<file path="config.mk">
export PLATFORM = sky130hd
export DESIGN_NAME = register_file_sb
export DESIGN_NICKNAME = d
export VERILOG_FILES = /design/src/rtl/register_file_sb.sv
export SDC_FILE = /design/constraint.sdc
export NUM_CORES = 2
export LEC_CHECK = 0
export ABC_CLOCK_PERIOD_IN_PS = 6800
export CAP_MARGIN = 10
export CORE_MARGIN = 2
export CORE_UTILIZATION = 49
export DETAILED_ROUTE_END_ITERATION = 12
export PLACE_DENSITY = 0.68
export SETUP_SLACK_MARGIN = 0.5
export SLEW_MARGIN = 15
export SYNTH_ARGS = -nofsm -noshare
export SYNTH_HDL_FRONTEND = slang
export SYNTH_SLANG_ARGS = --single-unit
export TNS_END_PERCENT = 1
</file>
<file path="constraint.sdc">
create_clock -name clock -period 6.8 [get_ports clock]
set_input_delay 1.36 -clock clock [delete_from_list [all_inputs] [get_ports clock]]
set_output_delay 1.36 -clock clock [all_outputs]
set_load 0.03 [all_outputs]
</file>
<file path="src/rtl/register_file_sb.sv">
// Register file with 2 combinational read ports, 1 synchronous write port,
// same-cycle write-to-read bypass, optional hardwired zero register, and a
// per-register pending-write scoreboard with a registered pending count.
// Reads and reserves come from decode/issue; writes come from writeback.
module register_file_sb #(
  parameter int DATA_WIDTH = 32,
  parameter int ADDR_WIDTH = 5,
  parameter int ZERO_REG   = 1,
  parameter int BYPASS     = 1
) (
  input  logic                  clock,
  input  logic                  reset,
  input  logic [ADDR_WIDTH-1:0] read_reg1,
  input  logic [ADDR_WIDTH-1:0] read_reg2,
  output logic [DATA_WIDTH-1:0] read_data1,
  output logic [DATA_WIDTH-1:0] read_data2,
  output logic                  busy1,
  output logic                  busy2,
  input  logic                  write_enable,
  input  logic [ADDR_WIDTH-1:0] write_reg,
  input  logic [DATA_WIDTH-1:0] write_data,
  input  logic                  reserve_enable,
  input  logic [ADDR_WIDTH-1:0] reserve_reg,
  input  logic                  flush,
  output logic [ADDR_WIDTH:0]   pending_count
);

  localparam int DEPTH = 2 ** ADDR_WIDTH;
  localparam int CNT_W = ADDR_WIDTH + 1;

  logic [DATA_WIDTH-1:0] regs_q [DEPTH];
  logic [DEPTH-1:0]      pending_q, pending_d;
  logic [CNT_W-1:0]      count_q, count_d;

  logic wr_ok;       // write actually lands in the array
  logic res_ok;      // reserve actually targets a trackable register
  logic res_new;     // reserve turns a clear bit into a pending bit
  logic wr_release;  // write clears a pending bit that is not re-reserved
  logic hit1, hit2;  // bypass hits on the read ports

  assign wr_ok  = write_enable && !((ZERO_REG != 0) && (write_reg == '0));
  assign res_ok = reserve_enable && !((ZERO_REG != 0) && (reserve_reg == '0));

  // The count tracks popcount(pending) incrementally: a re-reserve of the
  // register being written keeps its bit set, so it is neither +1 nor -1.
  assign res_new    = res_ok && !pending_q[reserve_reg];
  assign wr_release = write_enable && pending_q[write_reg]
                      && !(res_ok && (reserve_reg == write_reg));

  assign hit1 = (BYPASS != 0) && wr_ok && (write_reg == read_reg1);
  assign hit2 = (BYPASS != 0) && wr_ok && (write_reg == read_reg2);

  // Zero register overrides bypass; forwarded data is never "busy" since
  // the value being produced is already on the port.
  assign read_data1 = ((ZERO_REG != 0) && (read_reg1 == '0)) ? '0 :
                      hit1 ? write_data : regs_q[read_reg1];
  assign read_data2 = ((ZERO_REG != 0) && (read_reg2 == '0)) ? '0 :
                      hit2 ? write_data : regs_q[read_reg2];
  assign busy1 = hit1 ? 1'b0 : pending_q[read_reg1];
  assign busy2 = hit2 ? 1'b0 : pending_q[read_reg2];

  assign pending_count = count_q;

  // Scoreboard next state: flush beats reserve, reserve beats write-release.
  always_comb begin
    // NOTE: every output of a combinational block gets a default first, so
    // no path leaves it unassigned and no latch is inferred.
    pending_d = pending_q;
    count_d   = count_q;
    if (flush) begin
      pending_d = '0;
      count_d   = '0;
    end else begin
      if (write_enable) pending_d[write_reg]   = 1'b0;
      if (res_ok)       pending_d[reserve_reg] = 1'b1;
      count_d = count_q + CNT_W'(res_new) - CNT_W'(wr_release);
    end
  end

  // Register array write port; data writes are unaffected by flush.
  always_ff @(posedge clock or negedge reset) begin
    // NOTE: this array is built from flops and must read as zero straight
    // after reset, so it is cleared here; a RAM macro could not be.
    if (!reset) begin
      for (int i = 0; i < DEPTH; i++) regs_q[i] <= '0;
    end else if (wr_ok) begin
      // NOTE: state is updated with non-blocking assignments so every
      // flop samples pre-edge values regardless of statement order.
      regs_q[write_reg] <= write_data;
    end
  end

  // Scoreboard and pending-count state registers.
  always_ff @(posedge clock or negedge reset) begin
    if (!reset) begin
      pending_q <= '0;
      count_q   <= '0;
    end else begin
      pending_q <= pending_d;
      count_q   <= count_d;
    end
  end

endmodule

</file>
### The metal 1 layer

Bar = 100 um. Supply wires on this layer in grey.
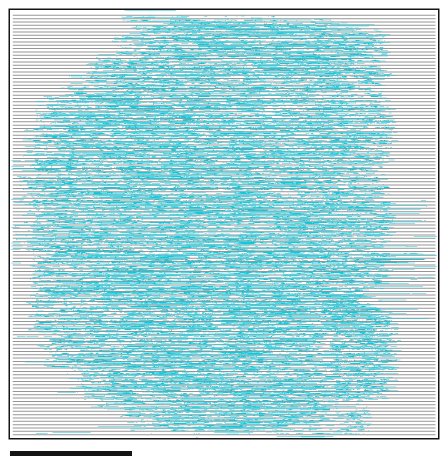
The longest straight run is 100 um. The layer holds 40% of the routed length. The wires run mostly horizontal. The layer carries 80.8 mm of wire.
vias: 41.4k
met1 GRT Util: 0.459

### Signal wires on met2

Cells faint in the background.
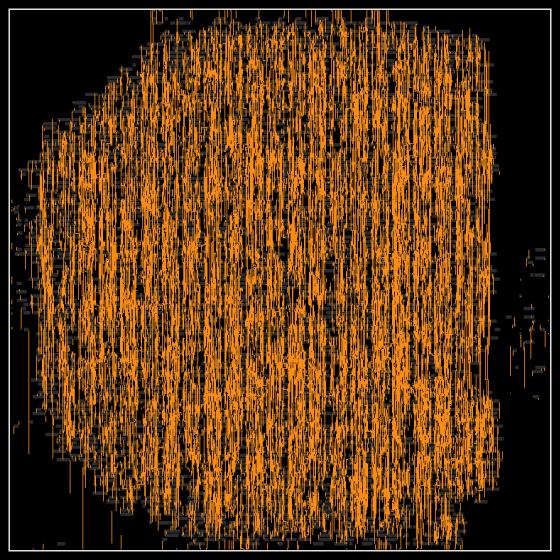
3,880 nets have wire on it. The layer holds 44% of the routed length. The longest straight run is 136 um.
drt total wl: 202 mm
GR Util met2: 0.486

### Met3 routing

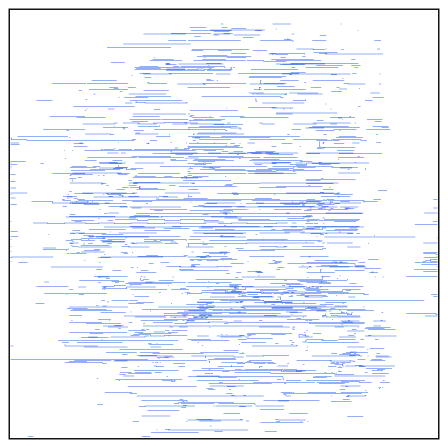
The layer carries 22.0 mm of wire. 570 nets have wire on it. The layer holds 11% of the routed length. The longest straight run is 154 um.
met3 Usage GRT: 0.0862

### Metal 4

Supply wires on this layer in grey.
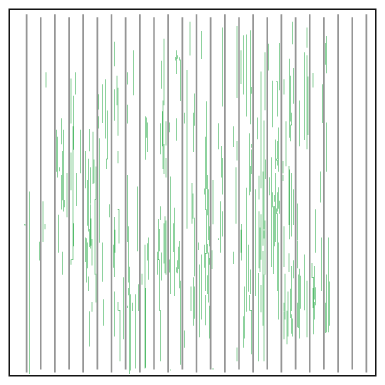
The layer holds 5.3% of the routed length. The layer carries 10,700 um of wire. 131 nets have wire on it. The wires run mostly vertical. The longest straight run is 175 um.

==> qor.txt <==
Status -> finished, final reports clean
DRT Pass-1 Iters -> 5
Arrival time at the worst endpoint -> 4.87 ns
Iteration-0 DRC Markers -> 5,388
Critical Path Max Stage Delay -> 0.86 ns
Max Cap Violations -> 0
Flops & latches, synth -> 1,062
Minimum clock period -> 6.23 ns
Main synth FF type -> dfrtp_1
Grt total ovfl -> 0
Seq/Total Area, Yosys -> 0.454
Fraction of layout cells with a size suffix above 1 -> 0.460
Tool warnings -> 37
Register area -> 26,600 sq um
Critical Path Sink Type -> primary output
Most frequent cell on the critical path -> clkdlybuf4s50_1
Post-DRT Antenna Nets -> 0
Final clock skew -> 0.00508 ns
Instance tally after logic synthesis -> 4,285
Number of global-route vias before repair -> 41.1k
Synthesis Warnings -> 0
Tcrit/Tclk final -> 0.916
Hold-fix buffers, CTS -> 0
Yosys chip area -> 58,600 sq um
CTS Buf Count -> 111
Switch Pwr -> 5.44 mW
Placed inst area -> 62,100 sq um
Worst-path maximum fanout -> 14
Hpwl dp -> 123 mm
Worst Tran Pin Value -> 1.28 ns
Clock sink total -> 1,062
Crit-path cells -> clkdlybuf4s50_1, xor2_1, nor4_1, nand3b_1, o21ai_2, buf_4, a21oi_1, a221o_1, clkdlybuf4s50_1
Count of cell types in the netlist -> 67
Mapped Area -> 58,600 sq um
Row count -> 126
Hold Path Class -> flop to flop
CTS tree -> built
Startpoint class of the critical path -> input port
RSZ-0062 raised after global routing -> true
Area Growth Syn to Fin -> 12.5%
Net Sw Frac -> 0.287
CP max-delay cell -> clkdlybuf4s50_1
Achievable Freq -> 161 MHz
Largest net degree at the start of global routing -> 171
Pre-Place Util -> 0.495
Clk pwr share -> 0.335
Logic cell area -> 29,900 sq um
CTS H-tree depth -> 3
Top cells, area -> dfrtp_1 45%, mux2_2 21%, mux4_2 14%, mux2i_1 5.0%, clkbuf_1 1.5%
Most numerous logic cell after layout -> mux2_2
sequential cells by signal (all words and copies together), names as in the netlist:
| register | count |
|---|---|
| pending_q | 32 |
| pending_count | 6 |
| regs_q | 1024 |
metal layers:
metal,track usage,vias up,share of wire
li1,-,16400,-
met1,0.459,21900,0.40
met2,0.486,2485,0.44
met3,0.0862,613,0.11
met4,0.159,12,0.053
met5,0,-,0.00042
cells by family after synthesis:
kind of cell	Yosys count	synth area share
muxes	1769	0.405
DFF	1062	0.454
AOI/OAI and AO/OA	524	0.0624
buffers and inverters	487	0.0403
and+or+nand+nor	416	0.0346
xor gates and xnor gates	20	0.00299
adders and majority gates	7	0.00162
power by group through the flow:
stage / Sequential (mW) / Clock (mW) / Combinational [mW]
detailed placement: 8.42 / 0 / 4.19
floorplan: 8.16 / 0 / 2.99
global placement: 8.35 / 0 / 4.12
global route: 8.49 / 6.65 / 4.49
finish: 8.36 / 6.35 / 4.24
CTS: 8.31 / 6.39 / 4.21
worst paths after layout:
path                                from  slack [ns]               end
max                         write_reg[2]        0.57    read_data2[24]
min                          regs_q[995]        0.40       regs_q[995]
min reg2reg                  regs_q[995]        0.40       regs_q[995]
min in group asynchronous          reset        0.71       regs_q[746]
max reg2reg                pending_q[31]        3.59  pending_count[4]
max in group asynchronous          reset        4.51       regs_q[968]
critical path: cells and delay by family:
kind | cells | cell delay (ns)
simple gates | 2 | 0.67
compound gates | 3 | 0.77
xor+xnor | 1 | 0.18
buf+inv | 3 | 1.87
cells in the mapped netlist (all sizes together) (14+ instances only):
master   count
mux2      1110
dfrtp     1062
mux4       368
mux2i      291
buf        243
clkbuf     232
nand2      108
nor2       108
o21ai       89
a22oi       76
a21oi       72
nor3        71
o22ai       70
a221oi      53
nand3       24
a2111oi     21
o221ai      20
nor3b       19
a221o       18
nand2b      17
a31oi       16
nor2b       15
o211ai      14
through the flow:
step	setup slack (ns)	power, mW	hold slack (ns)	std cells	util
after floorplan	1.99	11.1	0.438	4285	-
after global placement	0.579	12.5	0.379	5757	0.524
after detailed placement	0.590	12.6	0.384	5758	0.525
after CTS	0.565	18.9	0.397	5963	0.556
after global routing	0.479	19.6	0.409	5965	0.556
final	0.573	18.9	0.397	5966	0.556
cell type report:
type | instances | share of cell area
Antenna cell | 3 | 0.000114
Multi-Input combinational cell | 2736 | 0.454
Sequential cell | 1062 | 0.403
Timing Repair Buffer | 348 | 0.0539
Clock buffer | 165 | 0.0508
Inverter | 12 | 0.000684
Clock inverter | 40 | 0.00648
Tap cell | 1600 | 0.0304
Power is estimated from default activity; no workload was simulated.
